m3.png
Scale: 2 px per µm.
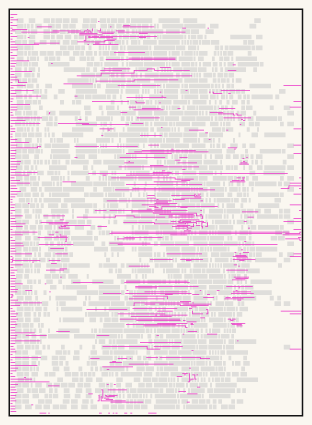
clock_nets.png
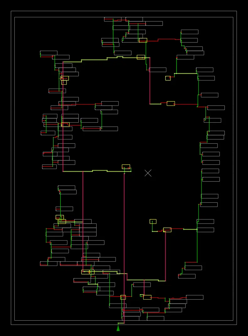
$ cat config.mk
export PLATFORM = sky130hd
export DESIGN_NAME = mac16_arbiter
export DESIGN_NICKNAME = d
export VERILOG_FILES = /design/src/rtl/mac16_pkg.sv /design/src/rtl/mac16_core.sv /design/src/rtl/mac16_arbiter.sv
export SDC_FILE = /design/constraint.sdc
export NUM_CORES = 1
export LEC_CHECK = 0
export CORE_ASPECT_RATIO = 1.4
export CORE_MARGIN = 2
export CORE_UTILIZATION = 55
export CTS_BUF_LIST = sky130_fd_sc_hd__clkbuf_8
export CTS_CLUSTER_SIZE = 25
export DETAILED_ROUTE_END_ITERATION = 8
export GPL_TIMING_DRIVEN = 1
export HOLD_SLACK_MARGIN = 0.05
export PLACE_DENSITY = 0.95
export SETUP_SLACK_MARGIN = 0.5
export SYNTH_ARGS = -nofsm -noshare
export SYNTH_HDL_FRONTEND = slang
export SYNTH_SLANG_ARGS = --single-unit
export TNS_END_PERCENT = 50
$ cat constraint.sdc
create_clock -name clk -period 8.25 [get_ports clk]
set_clock_uncertainty 0.1 [all_clocks]
set_input_delay 0.825 -clock clk [delete_from_list [all_inputs] [get_ports clk]]
set_output_delay 0.825 -clock clk [all_outputs]
set_load 0.005 [all_outputs]
$ cat src/rtl/mac16_pkg.sv
// Shared definitions for the MAC16 arbiter: op codes, pipeline latency,
// in-flight tag layout, arbiter lock states and SB_MAC16 constants for the
// registered 16x16 multiply-add mode.
package mac16_pkg;

   localparam int unsigned MAC16_LATENCY = 2;

   localparam logic OP_MUL    = 1'b0;
   localparam logic OP_MULADD = 1'b1;

   // Wide enough for the largest supported NUM_REQ (8)
   localparam int unsigned TAG_ID_W = 3;

   typedef struct packed {
      logic                valid;
      logic [TAG_ID_W-1:0] id;
      logic                op;
   } mac_tag_t;

   typedef enum logic {
      ARB_RR,
      ARB_LOCKED
   } arb_state_e;

   // SB_MAC16 configuration: registered A/B/C/D inputs, second 16x16
   // pipeline register, 32-bit adder summing the product with {C,D}
   localparam logic       SB_NEG_TRIGGER           = 1'b0;
   localparam logic       SB_A_REG                 = 1'b1;
   localparam logic       SB_B_REG                 = 1'b1;
   localparam logic       SB_C_REG                 = 1'b1;
   localparam logic       SB_D_REG                 = 1'b1;
   localparam logic       SB_TOP_8X8_MULT_REG      = 1'b0;
   localparam logic       SB_BOT_8X8_MULT_REG      = 1'b0;
   localparam logic       SB_PIPE_16X16_MULT_REG1  = 1'b0;
   localparam logic       SB_PIPE_16X16_MULT_REG2  = 1'b1;
   localparam logic [1:0] SB_TOPOUTPUT_SELECT      = 2'b00;
   localparam logic [1:0] SB_TOPADDSUB_LOWERINPUT  = 2'b10;
   localparam logic       SB_TOPADDSUB_UPPERINPUT  = 1'b1;
   localparam logic [1:0] SB_TOPADDSUB_CARRYSELECT = 2'b10;
   localparam logic [1:0] SB_BOTOUTPUT_SELECT      = 2'b00;
   localparam logic [1:0] SB_BOTADDSUB_LOWERINPUT  = 2'b10;
   localparam logic       SB_BOTADDSUB_UPPERINPUT  = 1'b1;
   localparam logic [1:0] SB_BOTADDSUB_CARRYSELECT = 2'b00;
   localparam logic       SB_MODE_8X8              = 1'b0;

   // Extend a 16-bit operand to 32 bits, sign or zero per sgn
   function automatic logic [31:0] ext16(input logic [15:0] v, input logic sgn);
      return sgn ? {{16{v[15]}}, v} : {16'h0000, v};
   endfunction

endpackage

$ cat src/rtl/mac16_core.sv
// Two-cycle 16x16 multiply with optional 32-bit addend: o = a*b (+ c32).
// Build option: define MAC16_CORE_SB_MAC16 to map onto the iCE40 SB_MAC16
// primitive; otherwise a behavioural model with identical timing is used.
module mac16_core
   import mac16_pkg::*;
#(
   parameter int SIGNED = 0
) (
   input  logic        clk,
   input  logic        ce,
   input  logic [15:0] a,
   input  logic [15:0] b,
   input  logic [31:0] c32,
   input  logic        addsub_en,
   output logic [31:0] o
);

`ifdef MAC16_CORE_SB_MAC16
   logic [31:0] c_d1;

   // Addend is delayed one cycle so that, after the C/D input registers, it
   // meets the product leaving the second multiplier pipeline register
   always_ff @(posedge clk) begin
      if (ce) c_d1 <= addsub_en ? c32 : '0;
   end

   SB_MAC16 #(
      .NEG_TRIGGER              (SB_NEG_TRIGGER),
      .A_REG                    (SB_A_REG),
      .B_REG                    (SB_B_REG),
      .C_REG                    (SB_C_REG),
      .D_REG                    (SB_D_REG),
      .TOP_8x8_MULT_REG         (SB_TOP_8X8_MULT_REG),
      .BOT_8x8_MULT_REG         (SB_BOT_8X8_MULT_REG),
      .PIPELINE_16x16_MULT_REG1 (SB_PIPE_16X16_MULT_REG1),
      .PIPELINE_16x16_MULT_REG2 (SB_PIPE_16X16_MULT_REG2),
      .TOPOUTPUT_SELECT         (SB_TOPOUTPUT_SELECT),
      .TOPADDSUB_LOWERINPUT     (SB_TOPADDSUB_LOWERINPUT),
      .TOPADDSUB_UPPERINPUT     (SB_TOPADDSUB_UPPERINPUT),
      .TOPADDSUB_CARRYSELECT    (SB_TOPADDSUB_CARRYSELECT),
      .BOTOUTPUT_SELECT         (SB_BOTOUTPUT_SELECT),
      .BOTADDSUB_LOWERINPUT     (SB_BOTADDSUB_LOWERINPUT),
      .BOTADDSUB_UPPERINPUT     (SB_BOTADDSUB_UPPERINPUT),
      .BOTADDSUB_CARRYSELECT    (SB_BOTADDSUB_CARRYSELECT),
      .MODE_8x8                 (SB_MODE_8X8),
      .A_SIGNED                 (1'(SIGNED != 0)),
      .B_SIGNED                 (1'(SIGNED != 0))
   ) u_mac (
      .CLK        (clk),
      .CE         (ce),
      .C          (c_d1[31:16]),
      .A          (a),
      .B          (b),
      .D          (c_d1[15:0]),
      .AHOLD      (1'b0),
      .BHOLD      (1'b0),
      .CHOLD      (1'b0),
      .DHOLD      (1'b0),
      .IRSTTOP    (1'b0),
      .IRSTBOT    (1'b0),
      .ORSTTOP    (1'b0),
      .ORSTBOT    (1'b0),
      .OLOADTOP   (1'b0),
      .OLOADBOT   (1'b0),
      .ADDSUBTOP  (1'b0),
      .ADDSUBBOT  (1'b0),
      .OHOLDTOP   (1'b0),
      .OHOLDBOT   (1'b0),
      .CI         (1'b0),
      .ACCUMCI    (1'b0),
      .SIGNEXTIN  (1'b0),
      .O          (o),
      .CO         (),
      .ACCUMCO    (),
      .SIGNEXTOUT ()
   );
`else
   localparam logic SGN = (SIGNED != 0);

   logic [15:0] a_r;
   logic [15:0] b_r;
   logic [31:0] c_r;
   logic [31:0] o_r;

   // Input register stage (A/B/C/D); a disabled addend is captured as zero
   always_ff @(posedge clk) begin
      if (ce) begin
         a_r <= a;
         b_r <= b;
         c_r <= addsub_en ? c32 : '0;
      end
   end

   // Product/accumulate stage; arithmetic wraps modulo 2^32
   always_ff @(posedge clk) begin
      if (ce) o_r <= ext16(a_r, SGN) * ext16(b_r, SGN) + c_r;
   end

   assign o = o_r;
`endif

endmodule

$ cat src/rtl/mac16_arbiter.sv
// Round-robin arbiter sharing one MAC16 between NUM_REQ requesters with an
// id-tagged, back-pressured response port (fixed latency of two cycles).
// Build option: define MAC16_ARBITER_LOCK_EN to add req_lock, letting a
// granted requester park the arbiter on itself.
module mac16_arbiter
   import mac16_pkg::*;
#(
   parameter  int NUM_REQ = 4,
   parameter  int SIGNED  = 0,
   localparam int ID_W    = $clog2(NUM_REQ)
) (
   input  logic                  clk,
   input  logic                  reset_n,
   input  logic [NUM_REQ-1:0]    req_valid,
   output logic [NUM_REQ-1:0]    req_ready,
   input  logic [NUM_REQ-1:0]    req_op,
   input  logic [NUM_REQ*16-1:0] req_a,
   input  logic [NUM_REQ*16-1:0] req_b,
   input  logic [NUM_REQ*32-1:0] req_c,
`ifdef MAC16_ARBITER_LOCK_EN
   input  logic [NUM_REQ-1:0]    req_lock,
`endif
   output logic                  rsp_valid,
   input  logic                  rsp_ready,
   output logic [ID_W-1:0]       rsp_id,
   output logic [31:0]           rsp_result,
   output logic                  busy
);

   localparam int unsigned LAST = MAC16_LATENCY - 1;

   mac_tag_t        tag_q [MAC16_LATENCY];
   logic [ID_W-1:0] rr_ptr;
   logic [ID_W-1:0] ptr_nxt;
   logic [ID_W-1:0] base_ptr;
   logic [ID_W-1:0] gnt_id;
   logic [ID_W-1:0] idx;
   logic            gnt_found;
   logic            stall;
   logic            hs;
   logic            mac_ce;
   logic [15:0]     mac_a;
   logic [15:0]     mac_b;
   logic [31:0]     mac_c;
   logic            mac_add;
   logic            mac_op;
   logic [31:0]     mac_o;
   logic            tag_unused;

   function automatic logic [ID_W-1:0] wrap_inc(input logic [ID_W-1:0] p);
      if (int'(p) == NUM_REQ - 1) return '0;
      return p + 1'b1;
   endfunction

   assign stall  = tag_q[LAST].valid & ~rsp_ready;
   assign mac_ce = ~stall;

   // Round-robin search for the first valid requester starting at base_ptr
   always_comb begin
      gnt_found = 1'b0;
      gnt_id    = '0;
      idx       = base_ptr;
      for (int unsigned i = 0; i < NUM_REQ; i++) begin
         if (!gnt_found && req_valid[idx]) begin
            gnt_found = 1'b1;
            gnt_id    = idx;
         end
         idx = wrap_inc(idx);
      end
   end

   // Grant is withheld while the response port is stalled or in reset
   always_comb begin
      req_ready = '0;
      if (gnt_found && !stall && reset_n) req_ready[gnt_id] = 1'b1;
   end

   assign hs = |(req_valid & req_ready);

   // Route the winner's operands to the MAC
   always_comb begin
      mac_a   = '0;
      mac_b   = '0;
      mac_c   = '0;
      mac_op  = OP_MUL;
      mac_add = 1'b0;
      for (int unsigned i = 0; i < NUM_REQ; i++) begin
         if (ID_W'(i) == gnt_id) begin
            mac_a   = req_a[i*16 +: 16];
            mac_b   = req_b[i*16 +: 16];
            mac_c   = req_c[i*32 +: 32];
            mac_op  = req_op[i];
            mac_add = hs && (req_op[i] == OP_MULADD);
         end
      end
   end

`ifdef MAC16_ARBITER_LOCK_EN
   arb_state_e      arb_q;
   arb_state_e      arb_d;
   logic [ID_W-1:0] lock_id_q;
   logic [ID_W-1:0] lock_id_d;

   // Search start: the lock owner while it stays valid, else just past it
   always_comb begin
      base_ptr = rr_ptr;
      if (arb_q == ARB_LOCKED)
         base_ptr = req_valid[lock_id_q] ? lock_id_q : wrap_inc(lock_id_q);
   end

   // Lock FSM and pointer update; a locking handshake leaves the pointer parked
   always_comb begin
      arb_d     = arb_q;
      lock_id_d = lock_id_q;
      ptr_nxt   = rr_ptr;
      if (hs) begin
         if (req_lock[gnt_id]) begin
            arb_d     = ARB_LOCKED;
            lock_id_d = gnt_id;
         end else begin
            arb_d   = ARB_RR;
            ptr_nxt = wrap_inc(gnt_id);
         end
      end else if (arb_q == ARB_LOCKED && !stall && !req_valid[lock_id_q]) begin
         arb_d   = ARB_RR;
         ptr_nxt = wrap_inc(lock_id_q);
      end
   end

   // Lock state register
   always_ff @(posedge clk or negedge reset_n) begin
      if (!reset_n) begin
         arb_q     <= ARB_RR;
         lock_id_q <= '0;
      end else begin
         arb_q     <= arb_d;
         lock_id_q <= lock_id_d;
      end
   end
`else
   assign base_ptr = rr_ptr;
   assign ptr_nxt  = hs ? wrap_inc(gnt_id) : rr_ptr;
`endif

   // Round-robin pointer (ptr_nxt already holds during a stall)
   always_ff @(posedge clk or negedge reset_n) begin
      if (!reset_n) rr_ptr <= '0;
      else          rr_ptr <= ptr_nxt;
   end

   // In-flight tags travel alongside the MAC data and freeze with it
   always_ff @(posedge clk or negedge reset_n) begin
      if (!reset_n) begin
         for (int unsigned i = 0; i < MAC16_LATENCY; i++) tag_q[i] <= '0;
      end else if (!stall) begin
         tag_q[0] <= '{valid: hs, id: TAG_ID_W'(gnt_id), op: mac_op};
         for (int unsigned i = 1; i < MAC16_LATENCY; i++) tag_q[i] <= tag_q[i-1];
      end
   end

   mac16_core #(
      .SIGNED (SIGNED)
   ) u_core (
      .clk       (clk),
      .ce        (mac_ce),
      .a         (mac_a),
      .b         (mac_b),
      .c32       (mac_c),
      .addsub_en (mac_add),
      .o         (mac_o)
   );

   assign rsp_valid  = tag_q[LAST].valid;
   assign rsp_id     = tag_q[LAST].id[ID_W-1:0];
   // MAC data registers carry no reset, so the idle result is forced to zero
   assign rsp_result = rsp_valid ? mac_o : '0;

   // Busy while any stage holds an op
   always_comb begin
      busy = 1'b0;
      for (int unsigned i = 0; i < MAC16_LATENCY; i++) busy = busy | tag_q[i].valid;
   end

   // Tag fields kept for debug visibility but not needed at the output
   always_comb begin
      tag_unused = 1'b0;
      for (int unsigned i = 0; i < MAC16_LATENCY; i++) tag_unused = tag_unused ^ (^tag_q[i]);
   end

endmodule

==> reports/metrics.csv <==
stage;metric;value;unit
clocking;ctsHoldBuffers;0;
logic_synthesis;syn_area;0.01549;mm²
logic_synthesis;xor_share;0.01470;
clocking;cts_tree;yes;
final_timing;setup_viol;0;
setup_path;cp-startpoint;u_core.a_r[10];
final_timing;hold_viol;0;
grt;first_global_vias;14020;
logic_synthesis;floorplan.nets;2343;
final_timing;fin_ws;1.821;ns
logic_synthesis;yosysTopAreaCell;fa_1;
final_timing;period_needed;6.429;ns
setup_path;worstReg2RegStart;u_core.a_r[10];
logic_synthesis;synth_cell_types;63;
outcome;status;complete, but fails checks;
route;drc;1;
logic_synthesis;mux_share;0.008564;
grt;grt-ovfl-total;0;
place;dp_hpwl;35690;µm
final_timing;finalCritPeriodShare;0.7792;
outcome;failed_checks;DRC;
die;coreArea;0.02766;mm²
clocking;clk_path_buf_depth;2;
final_layout;design_area;0.01888;mm²
-- m3.png (at the start) --
nets with wire on the layer: 384
longest straight run: 99.4 µm
wire length on this layer: 4010 µm
share of all routed wire: 9.1%

-- clock_nets.png (at the start) --
clock buffers: 11
total CTS buffers: 9
Late-Pin Clk Latency: 0.45 ns

area by class of cell:
class                           count  area (µm²)
Multi-Input combinational cell   1210       10770
Sequential cell                   104        3083
Clock inverter                      5       46.29
Inverter                          335        1260
Antenna cell                        3       7.507
Timing Repair Buffer              311        3100
Clock buffer                       11       151.4
Fill cell                        2057        8775
Tap cell                          370       462.9
worst min-delay path by stage:
stage	start	depth (start not counted)	end
finish	rsp_id[0]	2	rsp_id[0]
global route	tag_q[6]	2	tag_q[6]
detailed placement	tag_q[6]	2	rsp_id[0]
CTS	tag_q[6]	2	rsp_id[0]
floorplan	rsp_id[0]	2	rsp_id[0]
global placement	tag_q[7]	2	rsp_id[1]
metal layers:
| metal | vias to the layer above | global-route usage | share of wire |
|---|---|---|---|
| met4 | 0 | 0.1387 | 0.042 |
| met1 | 6411 | 0.3545 | 0.36 |
| met3 | 153 | 0.05933 | 0.091 |
| met5 | - | 0 | 0 |
| met2 | 782 | 0.5369 | 0.51 |
| li1 | 6000 | - | - |
flip-flops by register name (all words and copies together) (netlist names):
register / count
u_core.c_r: 32
u_core.o: 32
u_core.a_r: 16
u_core.b_r: 16
tag_q: 3
base_ptr: 2
rsp_id: 2
rsp_valid: 1
cells in the final DEF, fill, tap and decap left out, drive strengths merged, types with 3 or more instances in the layout:
| cell type | Yosys | routed |
|---|---|---|
| mux2i | 5 | 5 |
| nand2b | 9 | 9 |
| nor2 | 87 | 87 |
| nor3 | 41 | 41 |
| inv | 335 | 338 |
| edfxtp | 96 | 96 |
| xnor2 | 17 | 17 |
| a211o | 3 | 3 |
| xor2 | 9 | 9 |
| nand2 | 207 | 207 |
| a21o | 12 | 12 |
| nand4b | 3 | 3 |
| a31oi | 5 | 5 |
| ha | 104 | 104 |
| clkdlybuf4s50 | 0 | 306 |
| o211ai | 3 | 3 |
| a211oi | 7 | 7 |
| diode | 0 | 3 |
| nand3 | 7 | 7 |
| a21oi | 99 | 99 |
| dfrtp | 8 | 8 |
| mux2 | 3 | 3 |
| and2 | 157 | 157 |
| nor2b | 45 | 45 |
| buf | 12 | 5 |
| o21ai | 55 | 55 |
| a221oi | 38 | 38 |
| fa | 225 | 225 |
| a22oi | 31 | 31 |
| nand4 | 4 | 4 |
| and3 | 6 | 6 |
| clkbuf | 86 | 11 |
metrics by stage:
step           utilization  hold slack, ns
6_report            0.6827          0.3925
5_1_grt             0.6827          0.4262
4_1_cts             0.6825          0.3984
3_5_place_dp        0.6753          0.3743
3_3_place_gp        0.6753          0.3568
2_1_floorplan            -          0.3400
critical path, delay by kind of cell, from the launching register on:
| kind | cells | cell delay, ns |
|---|---|---|
| compound gates | 4 | 1.08 |
| buf+inv | 3 | 0.17 |
| fa+ha+maj | 7 | 3.49 |
| flops | 1 | 0.70 |
| simple gates | 3 | 0.71 |
